[src/rtl/data_arbiter_pkg.sv]
// Shared types and helpers for the data memory port arbiter.
// Lane-enable and write-data replication rules live here so every user agrees on them.
package data_arbiter_pkg;

    typedef enum logic [1:0] {
        BYTE      = 2'b00,
        HALF_WORD = 2'b01,
        WORD      = 2'b10
    } width_t;

    typedef enum logic [1:0] {
        LOAD  = 2'd0,
        STORE = 2'd1,
        EXT   = 2'd2
    } requester_t;

    localparam int MEM_LATENCY = 1;

    function automatic logic [3:0] lane_enables(input logic [1:0] width, input logic [1:0] offset);
        case (width)
            BYTE:      lane_enables = 4'b0001 << offset;
            HALF_WORD: lane_enables = 4'b0011 << {offset[1], 1'b0};
            WORD:      lane_enables = 4'b1111;
            default:   lane_enables = 4'b0000;
        endcase
    endfunction

    // Data is replicated rather than shifted; the lane enables pick the bytes.
    function automatic logic [31:0] replicate_data(input logic [1:0] width, input logic [31:0] data);
        case (width)
            BYTE:      replicate_data = {4{data[7:0]}};
            HALF_WORD: replicate_data = {2{data[15:0]}};
            default:   replicate_data = data;
        endcase
    endfunction

    function automatic logic [1:0] next_requester(input logic [1:0] r);
        next_requester = (r == EXT) ? LOAD : r + 2'd1;
    endfunction

endpackage

[src/rtl/rr_arbiter3.sv]
// Three-way round-robin arbiter with a forced-grant override.
// An overridden cycle leaves the pointer alone so the displaced requester keeps its turn.
module rr_arbiter3
    import data_arbiter_pkg::*;
(
    input  logic       clk_i,
    input  logic       rst_i,
    input  logic [2:0] req_i,
    input  logic       override_i,
    input  logic [2:0] override_grant_i,
    output logic [2:0] grant_o
);

    logic [1:0] ptr_reg;
    logic [1:0] ptr_next;
    logic [2:0] rr_grant;
    logic [1:0] rr_winner;
    logic       found;
    logic [1:0] idx;

    always_comb begin
        rr_grant  = '0;
        rr_winner = ptr_reg;
        found     = 1'b0;
        idx       = ptr_reg;
        for (int k = 0; k < 3; k++) begin
            if (!found && req_i[idx]) begin
                found         = 1'b1;
                rr_grant[idx] = 1'b1;
                rr_winner     = idx;
            end
            idx = next_requester(idx);
        end
    end

    always_comb begin
        ptr_next = ptr_reg;
        if (!override_i && found) begin
            ptr_next = next_requester(rr_winner);
        end
    end

    assign grant_o = override_i ? override_grant_i : rr_grant;

    always_ff @(posedge clk_i or posedge rst_i) begin
        if (rst_i) begin
            ptr_reg <= LOAD;
        end else begin
            ptr_reg <= ptr_next;
        end
    end

endmodule

[src/rtl/data_port_arbiter.sv]
// Shares one single-port data memory between CPU load, CPU store and an external master.
// CPU pulses are held in pending slots; one grant per cycle, responses one cycle later.
module data_port_arbiter
    import data_arbiter_pkg::*;
#(
    parameter int ADDR_WIDTH     = 32,
    parameter int MEM_ADDR_WIDTH = 12
) (
    input  logic                      clk_i,
    input  logic                      rst_i,
    input  logic                      ld_request_i,
    input  logic [ADDR_WIDTH-1:0]     ld_address_i,
    output logic                      ld_valid_o,
    output logic [31:0]               ld_data_o,
    input  logic                      st_request_i,
    input  logic [ADDR_WIDTH-1:0]     st_address_i,
    input  logic [31:0]               st_data_i,
    input  logic [1:0]                st_width_i,
    output logic                      st_done_o,
    input  logic                      ext_request_i,
    input  logic                      ext_write_i,
    input  logic [ADDR_WIDTH-1:0]     ext_address_i,
    input  logic [31:0]               ext_data_i,
    output logic                      ext_grant_o,
    output logic                      ext_valid_o,
    output logic [31:0]               ext_data_o,
    output logic                      mem_enable_o,
    output logic                      mem_write_o,
    output logic [MEM_ADDR_WIDTH-1:0] mem_address_o,
    output logic [3:0]                mem_byte_en_o,
    output logic [31:0]               mem_data_o,
    input  logic [31:0]               mem_data_i
);

    logic                  ld_pend_reg;
    logic [ADDR_WIDTH-1:0] ld_addr_reg;
    logic                  st_pend_reg;
    logic [ADDR_WIDTH-1:0] st_addr_reg;
    logic [31:0]           st_data_reg;
    logic [1:0]            st_width_reg;

    logic                  resp_valid_reg;
    logic [1:0]            resp_owner_reg;
    logic                  resp_write_reg;
    logic [31:0]           ld_data_reg;
    logic [31:0]           ext_data_reg;

    logic                  ld_active;
    logic                  st_active;
    logic [ADDR_WIDTH-1:0] ld_addr;
    logic [ADDR_WIDTH-1:0] st_addr;
    logic [31:0]           st_data;
    logic [1:0]            st_width;
    logic                  hazard;
    logic [2:0]            req;
    logic [2:0]            grant;
    logic [ADDR_WIDTH-1:0] sel_addr;
    logic [1:0]            grant_owner;
    logic                  unused_addr_bits;

    // A pending slot takes precedence over a same-cycle pulse, which is then dropped.
    assign ld_active = ld_pend_reg | ld_request_i;
    assign st_active = st_pend_reg | st_request_i;
    assign ld_addr   = ld_pend_reg ? ld_addr_reg  : ld_address_i;
    assign st_addr   = st_pend_reg ? st_addr_reg  : st_address_i;
    assign st_data   = st_pend_reg ? st_data_reg  : st_data_i;
    assign st_width  = st_pend_reg ? st_width_reg : st_width_i;

    assign hazard = ld_active && st_active
                 && (ld_addr[ADDR_WIDTH-1:2] == st_addr[ADDR_WIDTH-1:2]) && !rst_i;
    assign req    = {ext_request_i, st_active, ld_active} & {3{~rst_i}};

    rr_arbiter3 u_rr (
        .clk_i            (clk_i),
        .rst_i            (rst_i),
        .req_i            (req),
        .override_i       (hazard),
        .override_grant_i (3'b010),
        .grant_o          (grant)
    );

    always_comb begin
        sel_addr      = ld_addr;
        mem_write_o   = 1'b0;
        mem_byte_en_o = 4'b0000;
        mem_data_o    = 32'h0;
        grant_owner   = LOAD;
        if (grant[STORE]) begin
            sel_addr      = st_addr;
            mem_write_o   = 1'b1;
            mem_byte_en_o = lane_enables(st_width, st_addr[1:0]);
            mem_data_o    = replicate_data(st_width, st_data);
            grant_owner   = STORE;
        end else if (grant[EXT]) begin
            sel_addr      = ext_address_i;
            mem_write_o   = ext_write_i;
            mem_byte_en_o = 4'b1111;
            mem_data_o    = ext_write_i ? ext_data_i : 32'h0;
            grant_owner   = EXT;
        end else if (grant[LOAD]) begin
            mem_byte_en_o = 4'b1111;
        end
    end

    assign mem_enable_o     = |grant;
    assign ext_grant_o      = grant[EXT];
    assign mem_address_o    = {sel_addr[MEM_ADDR_WIDTH-1:2], 2'b00};
    assign unused_addr_bits = ^sel_addr[ADDR_WIDTH-1:MEM_ADDR_WIDTH];

    always_ff @(posedge clk_i or posedge rst_i) begin
        if (rst_i) begin
            ld_pend_reg  <= 1'b0;
            ld_addr_reg  <= '0;
            st_pend_reg  <= 1'b0;
            st_addr_reg  <= '0;
            st_data_reg  <= '0;
            st_width_reg <= '0;
        end else begin
            if (grant[LOAD]) begin
                ld_pend_reg <= 1'b0;
            end else if (ld_request_i && !ld_pend_reg) begin
                ld_pend_reg <= 1'b1;
                ld_addr_reg <= ld_address_i;
            end
            if (grant[STORE]) begin
                st_pend_reg <= 1'b0;
            end else if (st_request_i && !st_pend_reg) begin
                st_pend_reg  <= 1'b1;
                st_addr_reg  <= st_address_i;
                st_data_reg  <= st_data_i;
                st_width_reg <= st_width_i;
            end
        end
    end

    always_ff @(posedge clk_i or posedge rst_i) begin
        if (rst_i) begin
            resp_valid_reg <= 1'b0;
            resp_owner_reg <= LOAD;
            resp_write_reg <= 1'b0;
            ld_data_reg    <= '0;
            ext_data_reg   <= '0;
        end else begin
            resp_valid_reg <= |grant;
            resp_owner_reg <= grant_owner;
            resp_write_reg <= mem_write_o;
            if (ld_valid_o) begin
                ld_data_reg <= mem_data_i;
            end
            if (ext_valid_o && !resp_write_reg) begin
                ext_data_reg <= mem_data_i;
            end
        end
    end

    assign ld_valid_o  = resp_valid_reg && (resp_owner_reg == LOAD) && !resp_write_reg;
    assign st_done_o   = resp_valid_reg && (resp_owner_reg == STORE);
    assign ext_valid_o = resp_valid_reg && (resp_owner_reg == EXT);
    assign ld_data_o   = ld_valid_o ? mem_data_i : ld_data_reg;
    assign ext_data_o  = (ext_valid_o && !resp_write_reg) ? mem_data_i : ext_data_reg;

    ld_no_repulse: assert property (@(posedge clk_i) disable iff (rst_i)
        !(ld_request_i && ld_pend_reg));
    st_no_repulse: assert property (@(posedge clk_i) disable iff (rst_i)
        !(st_request_i && st_pend_reg));
    st_width_legal: assert property (@(posedge clk_i) disable iff (rst_i)
        !(grant[STORE] && (st_width == 2'b11)));

endmodule

[config.mk]
export PLATFORM = sky130hd
export DESIGN_NAME = data_port_arbiter
export DESIGN_NICKNAME = d
export VERILOG_FILES = /design/src/rtl/data_arbiter_pkg.sv /design/src/rtl/rr_arbiter3.sv /design/src/rtl/data_port_arbiter.sv
export SDC_FILE = /design/constraint.sdc
export NUM_CORES = 1
export LEC_CHECK = 0
export CORE_ASPECT_RATIO = 0.5
export CORE_UTILIZATION = 46
export CTS_BUF_LIST = sky130_fd_sc_hd__clkbuf_16
export CTS_CLUSTER_DIAMETER = 150
export DETAILED_ROUTE_END_ITERATION = 7
export GPL_ROUTABILITY_DRIVEN = 0
export PLACE_DENSITY = 0.82
export SYNTH_ARGS = -nofsm -noshare
export SYNTH_HDL_FRONTEND = slang
export SYNTH_SLANG_ARGS = --single-unit
[constraint.sdc]
create_clock -name clk_i -period 6.52 [get_ports clk_i]
set_clock_uncertainty 0.15 [all_clocks]
set_input_delay 1.304 -clock clk_i [delete_from_list [all_inputs] [get_ports clk_i]]
set_output_delay 1.304 -clock clk_i [all_outputs]
set_load 0.1 [all_outputs]
Fig. 1: run 1, wire density map
Scale bar: 50 µm. 40 x 20 tiles, from white (low) to dark blue (high), scaled to the fullest tile. Values are wire area over tile area, all layers added.
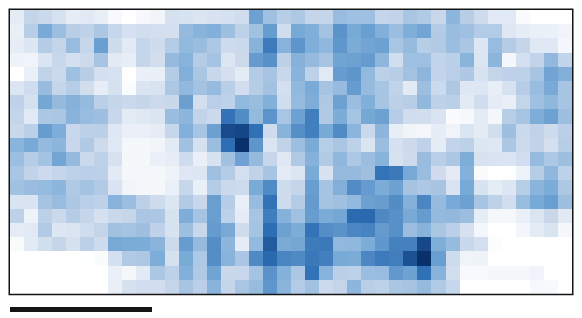
tiles over half the peak	14%
mean over tiles	0.19
densest ninth of the die	bottom middle
fullest tile	0.61
routed via count: 6801
GR Util All Layers: 24.4%

Fig. 2: run 1, clock network drawn from the DEF
Scale bar: 50 µm.
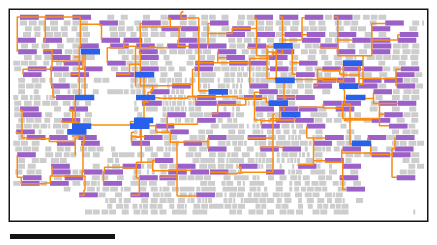
[clock-net drivers] blue | count: 17
[clock wires] orange | length: 2040 µm
[flip-flops] purple | count: 168
flops lie	spread over the die
worst skew pair latency: 420 ps

==> flow_metrics.py <==
# Physical implementation metrics
metrics = {
    "clocking": {
        "clockRootBuffer": "clkbuf_16",
        "cts_tree": "built",
    },
    "final_timing": {
        "tns_ps": 0,
        "min_period_ps": 6240,
        "slew_headroom_pct": 26.3,
    },
    "synth": {
        "yosysCellCount": 714,
        "ys_seq_share_pct": 47.5,
        "xor_share_pct": 2.87,
        "aoi_share_pct": 8.91,
        "logic_family": "multiplexers",
        "synthMuxAreaShare_pct": 31.3,
    },
    "floorplan": {
        "die_x_um": 198,
        "row_count": 35,
    },
    "status": {
        "status": "finished, final reports clean",
    },
    "setup_path": {
        "crit_buf_inv": 2,
        "endpoint": "mem_data_o[10]",
        "crit_path_max_incr_delay_ps": 670,
        "rr_startpoint": "ld_pend_reg",
        "cp_top_family": "AND-OR/OR-AND gates",
        "cpMaxStageDelayCell": "nand2_1",
    },
    "layout": {
        "lay_top_count": "clkdlybuf4s50_1",
        "syn2layout_area_growth_pct": 41.8,
    },
    "routing": {
        "dr.first_iter.drc_count": 302,
    },
    "placement": {
        "place_inst": 1223,
    },
    "global_route": {
        "grt_busiest_layer": "met2",
    },
    "worst_hold_path": {
        "hold_start": "ld_addr_reg[13]",
    },
}
Fig. 3: run 1, clock nets
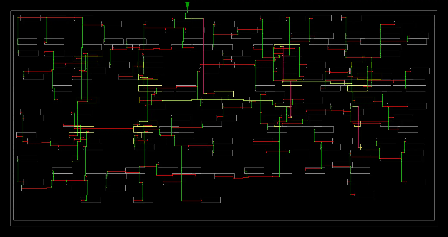
TritonCTS Sinks: 168
clock buf count: 17
Num CTS Buffers: 17
Flop Count: 168

==> run 1: cell usage after synthesis, drive strengths merged <==
master and number:
a21oi 24, a22oi 1, inv 20, o21ai 36, and2 1, a31oi 1, o21a 1, nor3 1
xnor2 29, a21o 1, a21boi 2, conb 1, a32o 16, nor3b 1, buf 31, nand2 30
nor4 4, dfrtp 168, o31ai 1, clkbuf 20, o221ai 13, o211ai 2, or2 1, nor2b 8
and3 1, nor4b 1, nor2 15, nand3b 2, nand2b 1, mux4 3, a211oi 3, and3b 2
mux2 167, mux2i 82, nand4 7, o22ai 17
==> run 1: layout make-up <==
cell class	instances	area (µm²)
fill	1388	6080
timing repair buffer	300	3070
multi-input combinational	476	4250
inverter	20	80.1
clock inverter	15	176
sequential	168	4210
tap	259	324
clock buffer	17	425
